$ cat config.mk
export PLATFORM = sky130hd
export DESIGN_NAME = quadrature_debouncer
export DESIGN_NICKNAME = d
export VERILOG_FILES = /design/src/rtl/quadrature_debouncer.sv
export SDC_FILE = /design/constraint.sdc
export NUM_CORES = 1
export LEC_CHECK = 0
export CAP_MARGIN = 20
export CORE_MARGIN = 2
export CORE_UTILIZATION = 55
export CTS_CLUSTER_SIZE = 16
export DETAILED_ROUTE_END_ITERATION = 8
export GPL_TIMING_DRIVEN = 0
export PLACE_DENSITY = 0.83
export SYNTH_ARGS = -nofsm -noshare
export SYNTH_HDL_FRONTEND = slang
export SYNTH_SLANG_ARGS = --single-unit
$ cat constraint.sdc
create_clock -name clk -period 2.3 [get_ports clk]
set_clock_uncertainty 0.2 [all_clocks]
set_input_delay 0.23 -clock clk [delete_from_list [all_inputs] [get_ports clk]]
set_output_delay 0.23 -clock clk [all_outputs]
set_load 0.02 [all_outputs]
$ cat src/rtl/quadrature_debouncer.sv
// Two-channel synchroniser and debouncer for raw quadrature encoder contacts.
// A level is accepted only after it has been stable for STABLE_CYCLES cycles.
module quadrature_debouncer #(
    parameter int   STABLE_CYCLES = 1024,
    parameter int   SYNC_STAGES   = 2,
    parameter logic RESET_LEVEL   = 1'b1
) (
    input  logic clk,
    input  logic rst,
    input  logic a_raw,
    input  logic b_raw,
    output logic a,
    output logic b,
    output logic edge_a,
    output logic edge_b
);

    localparam int CW = (STABLE_CYCLES > 1) ? $clog2(STABLE_CYCLES) : 1;
    localparam logic [CW-1:0] CNT_MAX = CW'(STABLE_CYCLES - 1);

    logic [1:0]             raw;
    logic [SYNC_STAGES-1:0] sync_q [2];
    logic [CW-1:0]          cnt_q  [2];
    logic [1:0]             out_q;
    logic [1:0]             edge_q;

    assign raw = {b_raw, a_raw};

    // Index 0 is channel A, index 1 is channel B; the channels never interact.
    always_ff @(posedge clk) begin
        if (rst) begin
            for (int i = 0; i < 2; i++) begin
                sync_q[i] <= {SYNC_STAGES{RESET_LEVEL}};
                cnt_q[i]  <= '0;
            end
            out_q  <= {2{RESET_LEVEL}};
            edge_q <= '0;
        end else begin
            for (int i = 0; i < 2; i++) begin
                sync_q[i] <= {sync_q[i][SYNC_STAGES-2:0], raw[i]};
                if (sync_q[i][SYNC_STAGES-1] == out_q[i]) begin
                    cnt_q[i]  <= '0;
                    edge_q[i] <= 1'b0;
                end else if (cnt_q[i] == CNT_MAX) begin
                    out_q[i]  <= sync_q[i][SYNC_STAGES-1];
                    cnt_q[i]  <= '0;
                    edge_q[i] <= 1'b1;
                end else begin
                    cnt_q[i]  <= cnt_q[i] + CW'(1);
                    edge_q[i] <= 1'b0;
                end
            end
        end
    end

    assign a      = out_q[0];
    assign b      = out_q[1];
    assign edge_a = edge_q[0];
    assign edge_b = edge_q[1];

endmodule

==> flow_summary_export.csv, run 1 <==
group,metric,value,unit
layout,top_register,"cnt_q",
yosys,synth.cells.most_frequent,"edfxtp_1, nand3_1, nor2_1",
final_timing,finalHoldViolCount,0,
detailed_routing,vias_per_cell,5.51,
clocking,cts_resized,0,
layout,final_nets,162,
layout,stdcell_count,185,
yosys,synthArstFlopShare,0,%
final_timing,slew_viol_final,0,
yosys,synth.largest_area_cell,"edfxtp_1",
outcome,outcome,"finished, final reports clean",
layout,fill_cells,197,
die,num_tap_cells,30,
yosys,logic_family,"simple AND/OR/NAND/NOR gates",
clocking,clock-sinks,28,
min_path,hold_end,"out_q[1]",
layout,dominant_cells,"flip-flops and latches",
clocking,post-cts-setup-buffers,0,
global_route,antenna_found_initial,0,
final_timing,rsz0062_at_grt,"no",
layout,logic_area,664,um2
detailed_routing,vias,1019,
die,fp-row-count,18,
layout,nNonClkBuffers,8,
setup_path,crit_chain,"ha_1 > buf_2 > inv_1 > or4_1 > a21oi_1",
layout,drive_above_1_share,8.39,%
setup_path,startpoint_type,"flop",
## run 1: power by group through the flow
stage	Sequential [uW]	Clock, uW	Combinational (uW)
2_1_floorplan	584	0	34.9
5_1_grt	581	341	52.0
3_5_place_dp	589	0	44.1
4_1_cts	578	328	44.8
6_report	578	325	45.8
3_3_place_gp	587	0	42.0
## run 1: routing by layer
layer	GRT usage, %	vias up	wire length [um]
li1	-	512	-
met1	23.6	483	1150
met2	28.5	22	1130
met3	3.89	2	70
met4	6.67	0	25
met5	0	-	0
## run 1: cells by family after synthesis
family	count (synthesis)
AOI/OAI and AO/OA	23
xor gates and xnor gates	8
adders and majority gates	2
buffers and inverters	8
DFF	28
muxes	2
other	1
and+or+nand+nor	54
run_1/flops_by_reg.png
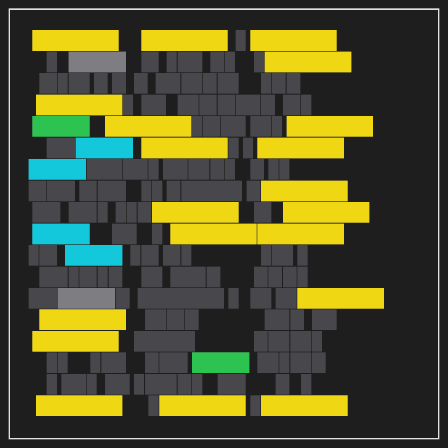
signal	color	placed flops
`sync_q`	cyan	4
`cnt_q`	yellow	20
`edge_q`	green	2
not colored	2
Sequential Power: 578 uW
Sequential Area: 761 um2
post-layout util: 66.0%
flop share of the area: 47.4%

run_1/layer_met1.png
Supply wires on this layer in gray. Cells faint in the background.
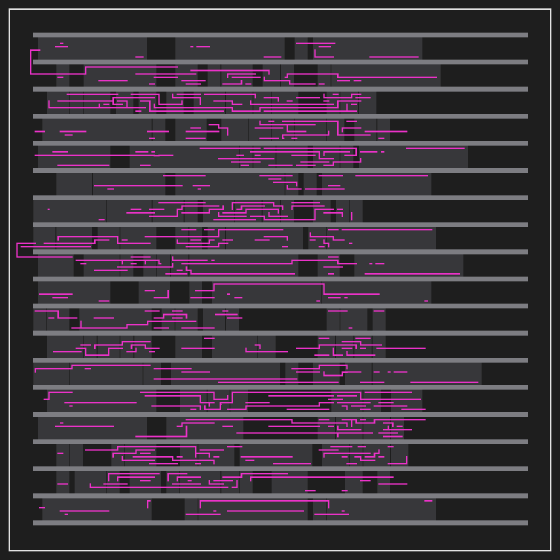
share of all routed wire	48%
main direction	horizontal
longest straight run	14.3 um
wire length on this layer	1,150 um
nets with wire on the layer	151

run_1/layer_met2.png
Cells faint in the background.
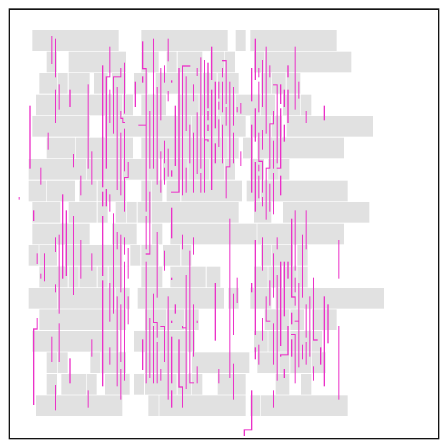
share of all routed wire	48%
wire length on this layer	1,130 um
final wirelength: 2370 um
met2 Use GR: 28.5%

run_1/io_fan.png
Scale bar: 20 um.
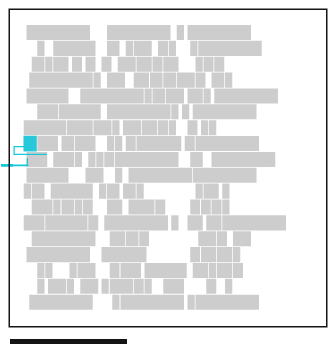
port	color	bits	direction	end cells	buffers	wire
`b_raw`	cyan	1	input	1	1	12.4 um

run_1/congestion.png
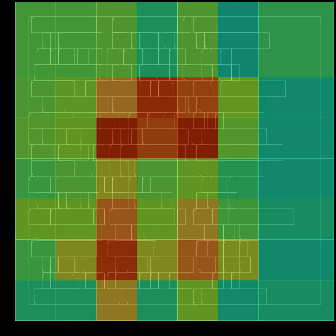

## Run 2: what changed since run 1
- clock period: 2.3 -> 2 ns (I/O delays scaled with it)
run_2/congestion.png
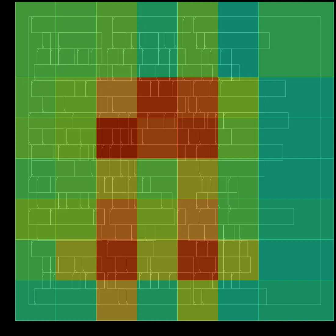
met1 Use GR: 23.6%
drt wl/cell: 13.2 um
met3 GRT Util: 3.89%
Global Route Usage Sum: 17.8%
post-layout util: 67.0%

==> flow_summary_export.csv, run 2 <==
group,metric,value,unit
outcome,outcome,"finished, final reports clean",
global_route,grt_use_met2,28.5,%
pwr,p_clk,375,uW
layout,top_register,"cnt_q",
final_timing,slew_viol_final,0,
die,fp-row-count,18,
detailed_routing,vias_per_cell,5.51,
clocking,cts_resized,0,
layout,fill_cells,195,
detailed_routing,postRouteWirelength,2490,um
yosys,synthArstFlopShare,0,%
yosys,synth.cells.most_frequent,"edfxtp_1, nand3_1, nor2_1",
yosys,logic_family,"simple AND/OR/NAND/NOR gates",
layout,stdcell_count,188,
detailed_routing,wl_met3,76,um
final_timing,finalHoldViolCount,0,
clocking,post-cts-setup-buffers,0,
global_route,grt.busiest_layer,"met2",
pwr,p_comb,58.0,uW
pwr,maxPowerGroup,"sequential cells",
global_route,antenna_found_initial,0,
clocking,clock-sinks,28,
detailed_routing,wl_met1,1180,um
detailed_routing,vias,1036,
yosys,synth.largest_area_cell,"edfxtp_1",
layout,drive_above_1_share,10.1,%
pwr,p_seq,665,uW
layout,final_nets,165,
[run 2: layout make-up]
type	instances	area, um2	area share, %
Sequential cell	28	761	46.7
Inverter	6	22.5	1.38
Multi-Input combinational cell	109	664	40.8
Clock inverter	1	30.0	1.84
Timing Repair Buffer	9	82.6	5.07
Tap cell	30	37.5	2.30
Buffer	2	8.76	0.538
Clock buffer	3	22.5	1.38
[run 2: cell families (layout without fill, tap and decap cells)]
logic type               count (synthesis)  in the layout
AND-OR/OR-AND                           23             23
buffers and inverters                    8             21
AND/OR/NAND/NOR                         54             54
other                                    1             20
flip-flops                              28             28
adder cells (fa/ha/maj)                  2              2
multiplexers                             2              2
XOR/XNOR                                 8              8
Power figures rest on the tool's default switching activity, not on a simulated workload.
